`src/rtl/mips_mc_sequencer_if.sv`:
```
// Control bundle between the multi-cycle sequencer and the MIPS datapath.
// The sequencer (master) receives the IR opcode field and the memory ready
// handshake, and drives every datapath enable and mux select.
interface mips_mc_sequencer_if;
  logic [5:0] opcode;
  logic       mem_ready;

  logic       pc_write;
  logic       pc_write_cond;
  logic       branch_ne;
  logic [1:0] pc_source;
  logic       i_or_d;
  logic       mem_read;
  logic       mem_write;
  logic       ir_write;
  logic       reg_dst;
  logic       memto_reg;
  logic       reg_write;
  logic       alu_src_a;
  logic [1:0] alu_src_b;
  logic [1:0] alu_op;
  logic [2:0] imm_op;
  logic       sign_or_zero;
  logic [3:0] state;
  logic       instr_done;
  logic       illegal;
  logic       mem_timeout;

  modport master (
    input  opcode, mem_ready,
    output pc_write, pc_write_cond, branch_ne, pc_source, i_or_d,
           mem_read, mem_write, ir_write, reg_dst, memto_reg, reg_write,
           alu_src_a, alu_src_b, alu_op, imm_op, sign_or_zero, state,
           instr_done, illegal, mem_timeout
  );

  modport slave (
    output opcode, mem_ready,
    input  pc_write, pc_write_cond, branch_ne, pc_source, i_or_d,
           mem_read, mem_write, ir_write, reg_dst, memto_reg, reg_write,
           alu_src_a, alu_src_b, alu_op, imm_op, sign_or_zero, state,
           instr_done, illegal, mem_timeout
  );
endinterface

```
`src/rtl/mips_mc_sequencer.sv`:
```
// Multi-cycle Moore control sequencer for the non-pipelined MIPS core.
// Steps each instruction through fetch/decode/execute/memory/writeback and
// stalls in FETCH, MEM_RD and MEM_WR on the memory ready handshake, aborting
// back to FETCH if the memory does not answer within WAIT_LIMIT cycles.
module mips_mc_sequencer #(
  parameter int WAIT_LIMIT = 255
) (
  input  logic                 clk,
  input  logic                 reset,
  mips_mc_sequencer_if.master  bus
);

  localparam int CW = (WAIT_LIMIT < 1) ? 1 : $clog2(WAIT_LIMIT + 1);

  localparam logic [5:0] OP_RTYPE = 6'b000000;
  localparam logic [5:0] OP_LW    = 6'b100011;
  localparam logic [5:0] OP_SW    = 6'b101011;
  localparam logic [5:0] OP_BEQ   = 6'b000100;
  localparam logic [5:0] OP_BNE   = 6'b000101;
  localparam logic [5:0] OP_J     = 6'b000010;
  localparam logic [5:0] OP_ADDI  = 6'b001000;
  localparam logic [5:0] OP_ANDI  = 6'b001100;
  localparam logic [5:0] OP_ORI   = 6'b001101;
  localparam logic [5:0] OP_SLTI  = 6'b001010;

  typedef enum logic [3:0] {
    S_FETCH    = 4'd0,
    S_DECODE   = 4'd1,
    S_MEM_ADDR = 4'd2,
    S_MEM_RD   = 4'd3,
    S_MEM_WB   = 4'd4,
    S_MEM_WR   = 4'd5,
    S_EXEC_R   = 4'd6,
    S_R_WB     = 4'd7,
    S_EXEC_I   = 4'd8,
    S_I_WB     = 4'd9,
    S_BRANCH   = 4'd10,
    S_JUMP     = 4'd11
  } state_t;

  typedef struct packed {
    logic       pc_write;
    logic       pc_write_cond;
    logic       branch_ne;
    logic [1:0] pc_source;
    logic       i_or_d;
    logic       mem_read;
    logic       mem_write;
    logic       ir_write;
    logic       reg_dst;
    logic       memto_reg;
    logic       reg_write;
    logic       alu_src_a;
    logic [1:0] alu_src_b;
    logic [1:0] alu_op;
    logic [2:0] imm_op;
    logic       sign_or_zero;
    logic       instr_done;
    logic       illegal;
    logic       mem_timeout;
  } ctl_t;

  state_t        state_q, state_d;
  logic [5:0]    op_q;
  logic [CW-1:0] wait_cnt;
  logic          wait_expired;
  logic [2:0]    imm_op_dec;
  logic          imm_sign_dec;
  ctl_t          ctl, ctl_out;

  assign wait_expired = (wait_cnt == CW'(WAIT_LIMIT));

  // Immediate ALU operation and extension mode, from the opcode latched in DECODE.
  always_comb begin
    imm_op_dec   = 3'b000;
    imm_sign_dec = 1'b0;
    case (op_q)
      OP_ADDI: begin imm_op_dec = 3'b000; imm_sign_dec = 1'b1; end
      OP_ANDI: begin imm_op_dec = 3'b001; imm_sign_dec = 1'b0; end
      OP_ORI:  begin imm_op_dec = 3'b010; imm_sign_dec = 1'b0; end
      OP_SLTI: begin imm_op_dec = 3'b011; imm_sign_dec = 1'b1; end
      default: begin imm_op_dec = 3'b000; imm_sign_dec = 1'b0; end
    endcase
  end

  // Next-state and Moore output decode; mem_ready only gates the wait states.
  always_comb begin
    // NOTE: every signal written here gets a default first, so no path
    // through the case can leave one unassigned and infer a latch.
    state_d = state_q;
    ctl     = '0;
    case (state_q)
      S_FETCH: begin
        ctl.mem_read  = 1'b1;
        ctl.alu_src_b = 2'b01;
        if (wait_expired) begin
          ctl.mem_timeout = 1'b1;
          state_d         = S_FETCH;
        end else if (bus.mem_ready) begin
          ctl.ir_write = 1'b1;
          ctl.pc_write = 1'b1;
          state_d      = S_DECODE;
        end
      end
      S_DECODE: begin
        ctl.alu_src_b = 2'b11;
        case (bus.opcode)
          OP_LW, OP_SW:                      state_d = S_MEM_ADDR;
          OP_RTYPE:                          state_d = S_EXEC_R;
          OP_ADDI, OP_ANDI, OP_ORI, OP_SLTI: state_d = S_EXEC_I;
          OP_BEQ, OP_BNE:                    state_d = S_BRANCH;
          OP_J:                              state_d = S_JUMP;
          default: begin
            ctl.illegal = 1'b1;
            state_d     = S_FETCH;
          end
        endcase
      end
      S_MEM_ADDR: begin
        ctl.alu_src_a    = 1'b1;
        ctl.alu_src_b    = 2'b10;
        ctl.sign_or_zero = 1'b1;
        state_d          = (op_q == OP_SW) ? S_MEM_WR : S_MEM_RD;
      end
      S_MEM_RD: begin
        ctl.mem_read = 1'b1;
        ctl.i_or_d   = 1'b1;
        if (wait_expired) begin
          ctl.mem_timeout = 1'b1;
          state_d         = S_FETCH;
        end else if (bus.mem_ready) begin
          state_d = S_MEM_WB;
        end
      end
      S_MEM_WB: begin
        ctl.reg_write  = 1'b1;
        ctl.memto_reg  = 1'b1;
        ctl.instr_done = 1'b1;
        state_d        = S_FETCH;
      end
      S_MEM_WR: begin
        ctl.mem_write = 1'b1;
        ctl.i_or_d    = 1'b1;
        if (wait_expired) begin
          ctl.mem_timeout = 1'b1;
          state_d         = S_FETCH;
        end else if (bus.mem_ready) begin
          ctl.instr_done = 1'b1;
          state_d        = S_FETCH;
        end
      end
      S_EXEC_R: begin
        ctl.alu_src_a = 1'b1;
        ctl.alu_op    = 2'b10;
        state_d       = S_R_WB;
      end
      S_R_WB: begin
        ctl.reg_write  = 1'b1;
        ctl.reg_dst    = 1'b1;
        ctl.instr_done = 1'b1;
        state_d        = S_FETCH;
      end
      S_EXEC_I: begin
        ctl.alu_src_a    = 1'b1;
        ctl.alu_src_b    = 2'b10;
        ctl.alu_op       = 2'b11;
        ctl.imm_op       = imm_op_dec;
        ctl.sign_or_zero = imm_sign_dec;
        state_d          = S_I_WB;
      end
      S_I_WB: begin
        ctl.reg_write    = 1'b1;
        ctl.instr_done   = 1'b1;
        ctl.imm_op       = imm_op_dec;
        ctl.sign_or_zero = imm_sign_dec;
        state_d          = S_FETCH;
      end
      S_BRANCH: begin
        ctl.alu_src_a     = 1'b1;
        ctl.alu_op        = 2'b01;
        ctl.pc_source     = 2'b01;
        ctl.pc_write_cond = 1'b1;
        ctl.branch_ne     = (op_q == OP_BNE);
        ctl.instr_done    = 1'b1;
        state_d           = S_FETCH;
      end
      S_JUMP: begin
        ctl.pc_write   = 1'b1;
        ctl.pc_source  = 2'b10;
        ctl.instr_done = 1'b1;
        state_d        = S_FETCH;
      end
      default: state_d = S_FETCH;
    endcase
  end

  // State, latched opcode and handshake wait counter.
  always_ff @(posedge clk) begin
    // NOTE: sequential state uses non-blocking assignments so every register
    // samples pre-edge values regardless of statement order.
    if (!reset) begin
      state_q  <= S_FETCH;
      op_q     <= '0;
      wait_cnt <= '0;
    end else begin
      state_q <= state_d;
      if (state_q == S_DECODE) begin
        op_q <= bus.opcode;
      end
      // Non-wait states never loop on themselves, so any state change (or an
      // abort back into FETCH) is the point where a fresh wait begins.
      if ((state_d != state_q) || ctl.mem_timeout) begin
        wait_cnt <= '0;
      end else if (!bus.mem_ready && !wait_expired) begin
        wait_cnt <= wait_cnt + CW'(1);
      end
    end
  end

  // Reset holds every control low combinationally, so a reset landing in a
  // wait state can never leak a write enable.
  assign ctl_out = reset ? ctl : '0;

  assign bus.pc_write      = ctl_out.pc_write;
  assign bus.pc_write_cond = ctl_out.pc_write_cond;
  assign bus.branch_ne     = ctl_out.branch_ne;
  assign bus.pc_source     = ctl_out.pc_source;
  assign bus.i_or_d        = ctl_out.i_or_d;
  assign bus.mem_read      = ctl_out.mem_read;
  assign bus.mem_write     = ctl_out.mem_write;
  assign bus.ir_write      = ctl_out.ir_write;
  assign bus.reg_dst       = ctl_out.reg_dst;
  assign bus.memto_reg     = ctl_out.memto_reg;
  assign bus.reg_write     = ctl_out.reg_write;
  assign bus.alu_src_a     = ctl_out.alu_src_a;
  assign bus.alu_src_b     = ctl_out.alu_src_b;
  assign bus.alu_op        = ctl_out.alu_op;
  assign bus.imm_op        = ctl_out.imm_op;
  assign bus.sign_or_zero  = ctl_out.sign_or_zero;
  assign bus.instr_done    = ctl_out.instr_done;
  assign bus.illegal       = ctl_out.illegal;
  assign bus.mem_timeout   = ctl_out.mem_timeout;
  assign bus.state         = reset ? state_q : S_FETCH;

endmodule

```
`src/flat_wrapper.sv`:
```
// flat-port wrapper written by rule: the top's interface ports become plain ports
module mips_mc_sequencer_flat 
#(
  parameter int WAIT_LIMIT = 255
)
  (clk, reset, bus_opcode, bus_mem_ready, bus_pc_write, bus_pc_write_cond, bus_branch_ne, bus_pc_source, bus_i_or_d, bus_mem_read, bus_mem_write, bus_ir_write, bus_reg_dst, bus_memto_reg, bus_reg_write, bus_alu_src_a, bus_alu_src_b, bus_alu_op, bus_imm_op, bus_sign_or_zero, bus_state, bus_instr_done, bus_illegal, bus_mem_timeout);
  mips_mc_sequencer_if bus_i ();
  input  logic clk;
  input  logic reset;
  input wire logic [$bits(bus_i.opcode)-1:0] bus_opcode;
  input wire logic [$bits(bus_i.mem_ready)-1:0] bus_mem_ready;
  output wire logic [$bits(bus_i.pc_write)-1:0] bus_pc_write;
  output wire logic [$bits(bus_i.pc_write_cond)-1:0] bus_pc_write_cond;
  output wire logic [$bits(bus_i.branch_ne)-1:0] bus_branch_ne;
  output wire logic [$bits(bus_i.pc_source)-1:0] bus_pc_source;
  output wire logic [$bits(bus_i.i_or_d)-1:0] bus_i_or_d;
  output wire logic [$bits(bus_i.mem_read)-1:0] bus_mem_read;
  output wire logic [$bits(bus_i.mem_write)-1:0] bus_mem_write;
  output wire logic [$bits(bus_i.ir_write)-1:0] bus_ir_write;
  output wire logic [$bits(bus_i.reg_dst)-1:0] bus_reg_dst;
  output wire logic [$bits(bus_i.memto_reg)-1:0] bus_memto_reg;
  output wire logic [$bits(bus_i.reg_write)-1:0] bus_reg_write;
  output wire logic [$bits(bus_i.alu_src_a)-1:0] bus_alu_src_a;
  output wire logic [$bits(bus_i.alu_src_b)-1:0] bus_alu_src_b;
  output wire logic [$bits(bus_i.alu_op)-1:0] bus_alu_op;
  output wire logic [$bits(bus_i.imm_op)-1:0] bus_imm_op;
  output wire logic [$bits(bus_i.sign_or_zero)-1:0] bus_sign_or_zero;
  output wire logic [$bits(bus_i.state)-1:0] bus_state;
  output wire logic [$bits(bus_i.instr_done)-1:0] bus_instr_done;
  output wire logic [$bits(bus_i.illegal)-1:0] bus_illegal;
  output wire logic [$bits(bus_i.mem_timeout)-1:0] bus_mem_timeout;
  assign bus_i.opcode = bus_opcode;
  assign bus_i.mem_ready = bus_mem_ready;
  assign bus_pc_write = bus_i.pc_write;
  assign bus_pc_write_cond = bus_i.pc_write_cond;
  assign bus_branch_ne = bus_i.branch_ne;
  assign bus_pc_source = bus_i.pc_source;
  assign bus_i_or_d = bus_i.i_or_d;
  assign bus_mem_read = bus_i.mem_read;
  assign bus_mem_write = bus_i.mem_write;
  assign bus_ir_write = bus_i.ir_write;
  assign bus_reg_dst = bus_i.reg_dst;
  assign bus_memto_reg = bus_i.memto_reg;
  assign bus_reg_write = bus_i.reg_write;
  assign bus_alu_src_a = bus_i.alu_src_a;
  assign bus_alu_src_b = bus_i.alu_src_b;
  assign bus_alu_op = bus_i.alu_op;
  assign bus_imm_op = bus_i.imm_op;
  assign bus_sign_or_zero = bus_i.sign_or_zero;
  assign bus_state = bus_i.state;
  assign bus_instr_done = bus_i.instr_done;
  assign bus_illegal = bus_i.illegal;
  assign bus_mem_timeout = bus_i.mem_timeout;
  mips_mc_sequencer #(.WAIT_LIMIT(WAIT_LIMIT)) u_core (.clk(clk), .reset(reset), .bus(bus_i));
endmodule
```
`config.mk`:
```
export PLATFORM = sky130hd
export DESIGN_NAME = mips_mc_sequencer_flat
export DESIGN_NICKNAME = d
export VERILOG_FILES = /design/src/rtl/mips_mc_sequencer_if.sv /design/src/rtl/mips_mc_sequencer.sv /design/src/flat_wrapper.sv
export SDC_FILE = /design/constraint.sdc
export NUM_CORES = 1
export LEC_CHECK = 0
export ABC_AREA = 0
export CAP_MARGIN = 20
export CORE_ASPECT_RATIO = 0.7
export CORE_UTILIZATION = 45
export CTS_CLUSTER_DIAMETER = 60
export CTS_CLUSTER_SIZE = 12
export DETAILED_ROUTE_END_ITERATION = 10
export GPL_TIMING_DRIVEN = 0
export MAX_ROUTING_LAYER = met4
export PLACE_DENSITY = 0.8
export SLEW_MARGIN = 20
export SYNTH_ARGS = -nofsm -noshare
export SYNTH_HDL_FRONTEND = slang
export SYNTH_SLANG_ARGS = --single-unit
```
`constraint.sdc`:
```
create_clock -name clk -period 2.27 [get_ports clk]
set_input_delay 0.681 -clock clk [delete_from_list [all_inputs] [get_ports clk]]
set_output_delay 0.681 -clock clk [all_outputs]
set_load 0.05 [all_outputs]
```
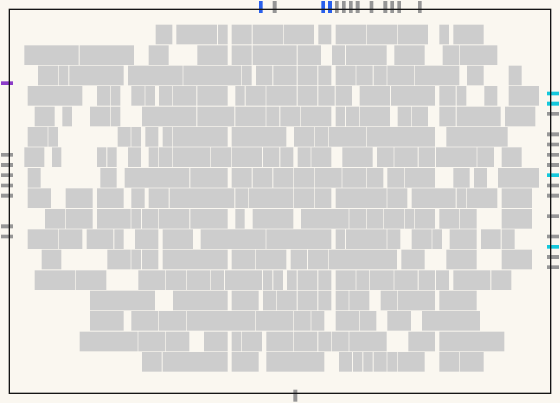
*Ports around the boundary*
Pins as bars across the die edge, other pins in grey.
Cyan is bus_state, pins 4, direction output, edge right. Blue is bus_imm_op, pins 3, direction output, edge top. Purple is clk, pins 1, direction input, edge left.
Die Span Y: 50.9 microns
port buffer count: 33
Die X: 71.8 microns

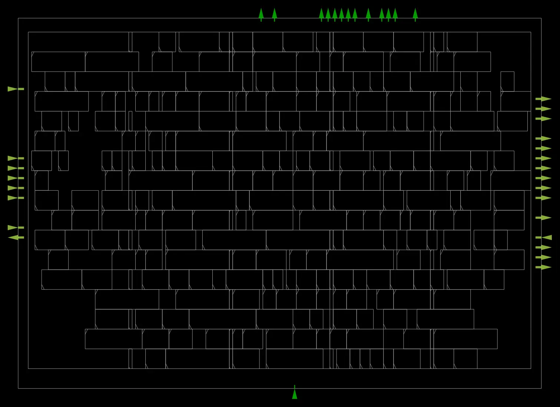
*Cell placement*
non-filler cells, final: 298
Filler cells: 186

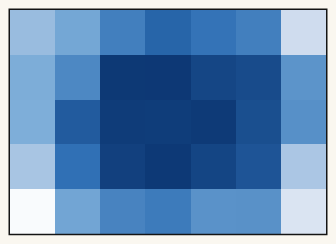
*Cell area per tile*
7 x 5 tiles, from white (low) to dark blue (high), 0 to 100% covered.
The densest ninth of the die: centre. 40% of the tiles are over 75% full. The fullest tile reaches 97%.

-- area by class of cell --
| cell class | instances | area (sq um) |
|---|---|---|
| buffer | 16 | 196 |
| clock buffer | 4 | 55.1 |
| fill | 186 | 692 |
| inverter | 3 | 11.3 |
| multi-input combinational | 164 | 1330 |
| sequential | 18 | 387 |
| tap | 38 | 47.5 |
| timing repair buffer | 55 | 473 |
-- cells by family after synthesis --
group	synth area share (%)
AND/OR/NAND/NOR	43.6
flip-flops	23.5
buffers and inverters	7.66
adder cells (fa/ha/maj)	0.815
AND-OR/OR-AND	16.6
XOR/XNOR	6.28
other	0.244
multiplexers	1.30
-- power by group through the flow --
stage | logic (W) | clock network, W | registers (W)
after global routing | 0.000275 | 0.000280 | 0.000337
after detailed placement | 0.000208 | 0 | 0.000345
after global placement | 0.000207 | 0 | 0.000345
after CTS | 0.000231 | 0.000266 | 0.000337
after floorplan | 0.000152 | 0 | 0.000342
final | 0.000262 | 0.000267 | 0.000336
-- metrics by stage --
step | setup TNS, ns | area (sq um)
2_1_floorplan | -0.573 | 1700
3_3_place_gp | -32.63 | 2080
3_5_place_dp | -32.76 | 2080
4_1_cts | -0.879 | 2320
5_1_grt | -1.60 | 2500
6_report | -1.11 | 2500
-- flip-flops by register name (all words and copies together), names as in the netlist --
register         count
u_core.wait_cnt      8
u_core.op_q          6
u_core.state_q       4
-- metal layers --
| layer | GRT usage, % | part of all wire (%) |
|---|---|---|
| met1 | 37.5 | 41 |
| met2 | 39.5 | 45 |
| met3 | 3.94 | 9.7 |
| met4 | 5.88 | 3.5 |
| met5 | - | 0 |
-- worst register-to-register path, cell delays in order, from the launching register on --
cell       delay, ns
dfxtp_1         0.32
buf_6           0.14
buf_4           0.14
or4b_4          0.48
buf_6           0.15
a311o_1         0.37
o2111ai_2       0.11
o21ai_4         0.16
nor3_2          0.21
-- worst paths after layout --
path | from | end | slack (ns) | cells after the start
worst min-delay path | u_core.op_q[5] | u_core.op_q[5] | 0.50 | 2
worst max-delay path | u_core.state_q[1] | bus_sign_or_zero | -0.29 | 6
worst max register to register | u_core.state_q[3] | u_core.wait_cnt[0] | 0.11 | 8
worst min register to register | u_core.op_q[5] | u_core.op_q[5] | 0.50 | 2
-- cells in the final DEF (no fill, tap or decap), types with 3 or more instances in the layout --
cell,instances
buf_8,6
nor2_4,4
o21ai_1,3
nor2_1,10
and2_1,3
and3_1,4
buf_2,11
nor3_4,4
nor3_1,6
a21oi_1,10
dfxtp_4,6
nor2_2,7
a21o_1,3
clkbuf_8,6
dfxtp_2,3
a21boi_1,3
nor2b_4,4
buf_4,26
dfxtp_1,9
nand2b_1,5
nor3_2,10
xnor2_1,8
inv_1,3
nand2_1,19
buf_6,19
and3_4,3
-- repair_timing --
item | in CTS | in global routing
buffers inserted | 11 | 11
endpoints found under the setup margin | 35 | 32
pin swaps | 19 | 17
resized | 217 | 49
endpoints found under the hold margin | 0 | 0
==> flow_metrics.tcl <==
# yosys + openroad results
set metrics [dict create \
    post-route-min-period_ns 2.56 \
    routedWlPerCell_microns 18.9 \
    firstDrtPassIters 6 \
    syn_inst 202 \
    hold_class "flip-flop to flip-flop" \
    status "finished, violations left" \
    yosysUniqueCellTypes 53 \
    violations "setup timing" \
    ys_cells 202 \
    hold_ws_ns 0.497 \
    syn_nets 212 \
    powerDensity_nw_per_um2 346 \
    ys_chip_area_sq_um 1540 \
    wl_mm 5.64 \
    synth_area_sq_um 1540 \
    cts_tree "built" \
    finalClockSkew_ns 0.00624 \
    ant_nets 0 \
    cp-end-kind "primary output" \
    ys_dominant_reg_cell "dfxtp_1" \
    rsz0062_at_grt "true" \
    viasPerCell 6.25 \
    topCellsByArea "dfxtp_1, nand2_1, nor3_2" \
    slew_violations 0 \
    warnings 29 \
    syn_to_final_growth_pct 62.8 \
    ctsHtreeMaxLevel 1 \
    clockRootBuffer "clkbuf_8" \
    drc 0 \
    critPathMaxFanout 2 \
    avgSynthCellArea_sq_um 7.60 \
    cp_slowest_cell "or4b_4" \
    netlist.area_leader.share_pct 23.5 \
    ir_drop_mv 0.299 \
    seq_power_share_pct 38.8 \
    clk_latency_ns 0.26 \
    dieArea_sq_um 3650 \
    synth_seq_share_pct 23.5 \
    max_stage_delay_ns 0.51 \
    rows 17 \
    cts.sinks 18 \
    edf_count 0 \
    cts_made_buffers 3 \
    common_cells "nand2_1, nor2_1, dfxtp_1, nor3_1, a21oi_1" \
    holdBufCountCts 0 \
    finalCritPeriodShare_pct 113 \
    io_pins 37 \
    pre_cts_slack_ns -1.37 \
    start_kind "flip-flop" \
    combinationalPowerShare_pct 30.4 \
    place_congestion 0.853 \
    most_common_cell "nand2_1" \
    drive_above_1_share_pct 52.7 \
    antenna_found_initial 0 \
    grt_pass1_wl_mm 7.27 \
    internal_power_w 0.000585 \
    fin_util_pct 78.3 \
    max_freq_mhz 390 \
    synth-seq-cells 18 \
    cp.buffers_inverters 2 \
    power_w 0.000864 \
    worst_ep_arrival_time_ns 1.88 \
    track_usage_pct 26.3 \
    setup_slack_ns -0.293 \
    drt_iter0_drc 263 \
    switchingPower_w 0.000280 \
    maxCapViolCount 0 \
    finalNetCount 271 \
    swShare_pct 32.3 \
    finalSetupViolCount 7 \
    num_vias 1863 \
    crit_family "simple AND/OR/NAND/NOR gates" \
    yosysWarningCount 0 \
    clkTransAtPathRegs_ns 0.07 \
    grt_max_degree 11 \
    leakage_nw 0.975 \
    numPlacedInstances 273 \
]
Power figures rest on the tool's default switching activity, not on a simulated workload.
